==> src/rtl/cnn_infer_ctrl.sv <==
// Inference sequencer: launches one image through the CNN pipeline, waits for the
// class scores with a timeout, then scans them serially for the signed argmax.
module cnn_infer_ctrl #(
  parameter int TIMEOUT_CYCLES = 100000,
  parameter int N_CLASS        = 16,
  parameter int W              = 16
) (
  input  logic                 clk,
  input  logic                 rst_n,
  input  logic                 start,
  output logic                 busy,
  output logic                 pic_start,
  input  logic                 net_valid,
  input  logic [N_CLASS*W-1:0] net_data,
  output logic                 result_valid,
  input  logic                 result_ready,
  output logic [3:0]           result_class,
  output logic [W-1:0]         result_score,
  output logic [31:0]          latency,
  output logic                 timeout
);

  localparam int IW = (N_CLASS > 1) ? $clog2(N_CLASS) : 1;

  localparam logic [2:0] S_IDLE   = 3'd0;
  localparam logic [2:0] S_LAUNCH = 3'd1;
  localparam logic [2:0] S_WAIT   = 3'd2;
  localparam logic [2:0] S_SCAN   = 3'd3;
  localparam logic [2:0] S_DONE   = 3'd4;

  localparam logic [31:0]   TO_LAST  = 32'(TIMEOUT_CYCLES - 1);
  localparam logic [IW-1:0] LAST_IDX = IW'(N_CLASS - 1);

  logic [2:0]           state;
  logic [31:0]          wait_cnt;
  logic [N_CLASS*W-1:0] cap_buf;
  logic [IW-1:0]        scan_idx;
  logic [IW-1:0]        run_idx;
  logic signed [W-1:0]  run_max;
  logic signed [W-1:0]  cand;
  logic signed [W-1:0]  best_score;
  logic [IW-1:0]        best_idx;

  assign busy      = (state != S_IDLE);
  assign pic_start = (state == S_LAUNCH);

  // Index 0 seeds the maximum; later scores replace it only when strictly greater.
  always_comb begin
    cand       = cap_buf[scan_idx*W +: W];
    best_score = run_max;
    best_idx   = run_idx;
    if (scan_idx == '0 || cand > run_max) begin
      best_score = cand;
      best_idx   = scan_idx;
    end
  end

  always_ff @(posedge clk) begin
    if (!rst_n) begin
      state        <= S_IDLE;
      wait_cnt     <= '0;
      cap_buf      <= '0;
      scan_idx     <= '0;
      run_idx      <= '0;
      run_max      <= '0;
      result_valid <= 1'b0;
      result_class <= '0;
      result_score <= '0;
      latency      <= '0;
      timeout      <= 1'b0;
    end else begin
      case (state)
        S_IDLE: begin
          if (start) begin
            state    <= S_LAUNCH;
            wait_cnt <= '0;
            timeout  <= 1'b0;
            latency  <= '0;
          end
        end
        S_LAUNCH: state <= S_WAIT;
        S_WAIT: begin
          // A valid on the final allowed cycle takes priority over the timeout.
          if (net_valid) begin
            cap_buf  <= net_data;
            latency  <= wait_cnt;
            scan_idx <= '0;
            state    <= S_SCAN;
          end else if (wait_cnt == TO_LAST) begin
            timeout <= 1'b1;
            state   <= S_IDLE;
          end else if (wait_cnt != '1) begin
            wait_cnt <= wait_cnt + 32'd1;
          end
        end
        S_SCAN: begin
          run_max  <= best_score;
          run_idx  <= best_idx;
          scan_idx <= scan_idx + 1'b1;
          if (scan_idx == LAST_IDX) begin
            result_class <= 4'(best_idx);
            result_score <= best_score;
            result_valid <= 1'b1;
            state        <= S_DONE;
          end
        end
        S_DONE: begin
          if (result_ready) begin
            result_valid <= 1'b0;
            state        <= S_IDLE;
          end
        end
        default: state <= S_IDLE;
      endcase
    end
  end

endmodule
==> config.mk <==
export PLATFORM = sky130hd
export DESIGN_NAME = cnn_infer_ctrl
export DESIGN_NICKNAME = d
export VERILOG_FILES = /design/src/rtl/cnn_infer_ctrl.sv
export SDC_FILE = /design/constraint.sdc
export NUM_CORES = 1
export LEC_CHECK = 0
export ABC_AREA = 1
export CAP_MARGIN = 40
export CORE_ASPECT_RATIO = 0.5
export CORE_MARGIN = 2
export CORE_UTILIZATION = 30
export CTS_CLUSTER_DIAMETER = 80
export DETAILED_ROUTE_END_ITERATION = 10
export DONT_BUFFER_PORTS = 1
export GPL_TIMING_DRIVEN = 1
export PLACE_DENSITY = 0.45
export SYNTH_ARGS = -nofsm -noshare
export SYNTH_HDL_FRONTEND = slang
export SYNTH_SLANG_ARGS = --single-unit
==> constraint.sdc <==
create_clock -name clk -period 6 [get_ports clk]
set_input_delay 1.5 -clock clk [delete_from_list [all_inputs] [get_ports clk]]
set_output_delay 1.5 -clock clk [all_outputs]
set_load 0.05 [all_outputs]
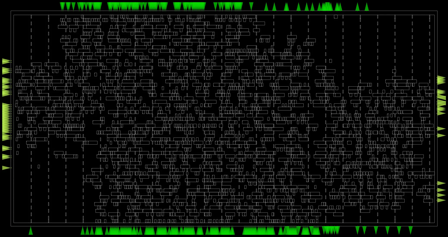
*Placement view*
site row count: 61
Final Util: 33.39%
Non-Filler Instances: 3140
flop share of the area: 39.78%
Tap Count: 756

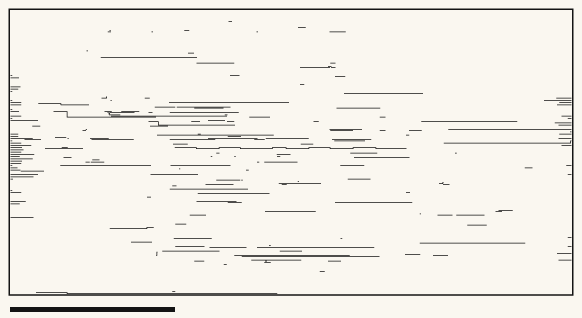
*M3 wires*
Bar = 100 um.
main direction: horizontal
share of all routed wire: 5.0%
nets with wire on the layer: 142
longest straight run: 127 um
wire length on this layer: 3040 um
met3 usage: 3.925%
Vias: 15580
drt total wl: 60900 um

==> flow_summary.toml <==
# synthesis and place-and-route metrics
[global_route]
grt_pass1_wl_um = 91190
grt_usage_pct = 20.20
antenna_found_initial = 3

[drt]
wl_met3_um = 3037
drtPass1Iterations = 5
drc = 0
wire_per_inst_um = 19.40
highest_layer = "met5"

[power]
finalPower_uw = 6604
p_per_area_nw_per_um2 = 355.4
leakage_uw = 0.007489

[logic_synthesis]
synth.top_cell.area_share_pct = 43.65
fp_nets = 2757
ys_cells = 2477
ys_seq_share_pct = 43.65
edf_count = 0
synth_flop_count = 369
synthArstFlopShare_pct = 0
common_cells = "nor2_1, o21ai_0, dfxtp_1"

[floorplan]
dieArea_um2 = 58440
pin_count = 317

[place]
postPlaceCellArea_um2 = 17350
place_ws_ns = 1.461
dp_cells = 3076
place_congestion = 0.8750

[critical_path]
r2r_start = "scan_idx[0]"
r2r_end = "result_score[9]"
crit_type = "reg2reg"
crit_fanout = 68

[cells_and_area]
drive_gt1_share_pct = 4.954
design_area_um2 = 18580
ff_count = 369
nMultiInputCombCells = 1819
inverters_excl_clock = 107
n_clock_buffer = 50

[timing]
fin_setup_tns_ns = 0
final_hold_viol_count = 0

[hold_path]
min_path_cells = 2
min-delay-start = "wait_cnt[9]"
hold_path_end = "wait_cnt[9]"

[clock_tree]
clkSinkCount = 369
cts_buffers = 37
cts_buffer_depth = 3
clock_latency_ns = 0.56
clk_pin_slew_ns = 0.07

[job]
drv_cap = 0

[run_status]
status = "finished clean"
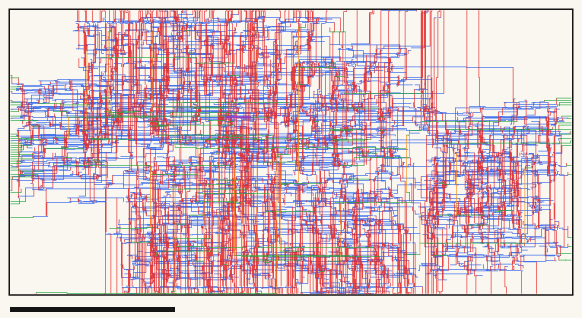
*Metal layers overlaid*
Bar = 100 um.
| layer | color | wire length |
|---|---|---|
| M2 | red | 29.0 mm |
| M1 | blue | 27.6 mm |
| M5 | purple | 13.8 um |
| M4 | orange | 1250 um |
| M3 | green | 3040 um |

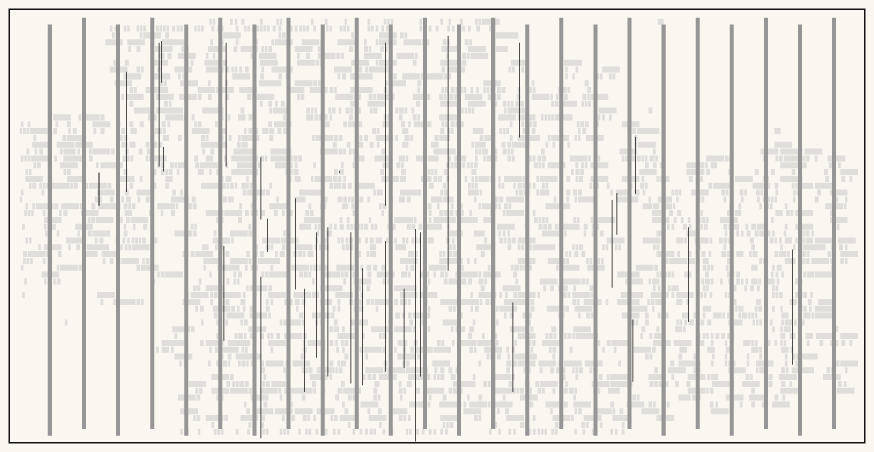
*Met4 routing*
Supply wires on this layer in gray.
share of all routed wire: 2.1%
main direction: vertical
wire length on this layer: 1250 um
nets with wire on the layer: 20
longest straight run: 93.2 um

==> worst max-delay path, stage by stage (launching register included) <==
cell      delay [ns]
dfxtp_4         0.72
clkinv_2        0.15
buf_4           0.34
o21ai_0         0.38
o211ai_1        0.22
o211ai_1        0.25
nand3_1         0.32
ha_1            0.37
nand2_1         0.09
inv_1           0.05
nand2_1         0.05
nand2_1         0.05
nand2_1         0.05
nand2_1         0.04
nand2_1         0.07
nand2_1         0.05
nand2_1         0.05
nand3_1         0.08
nand2_1         0.62
nand2_1         0.24
nand3_1         0.14
nand2_1         0.05
inv_1           0.04
==> sequential cells by signal, summed over array words and instances (netlist names) <==
register / flops
scan_idx: 4
timeout: 1
latency: 32
wait_cnt: 32
result_valid: 1
result_score: 16
result_class: 4
run_idx: 4
cap_buf: 256
state: 3
run_max: 16
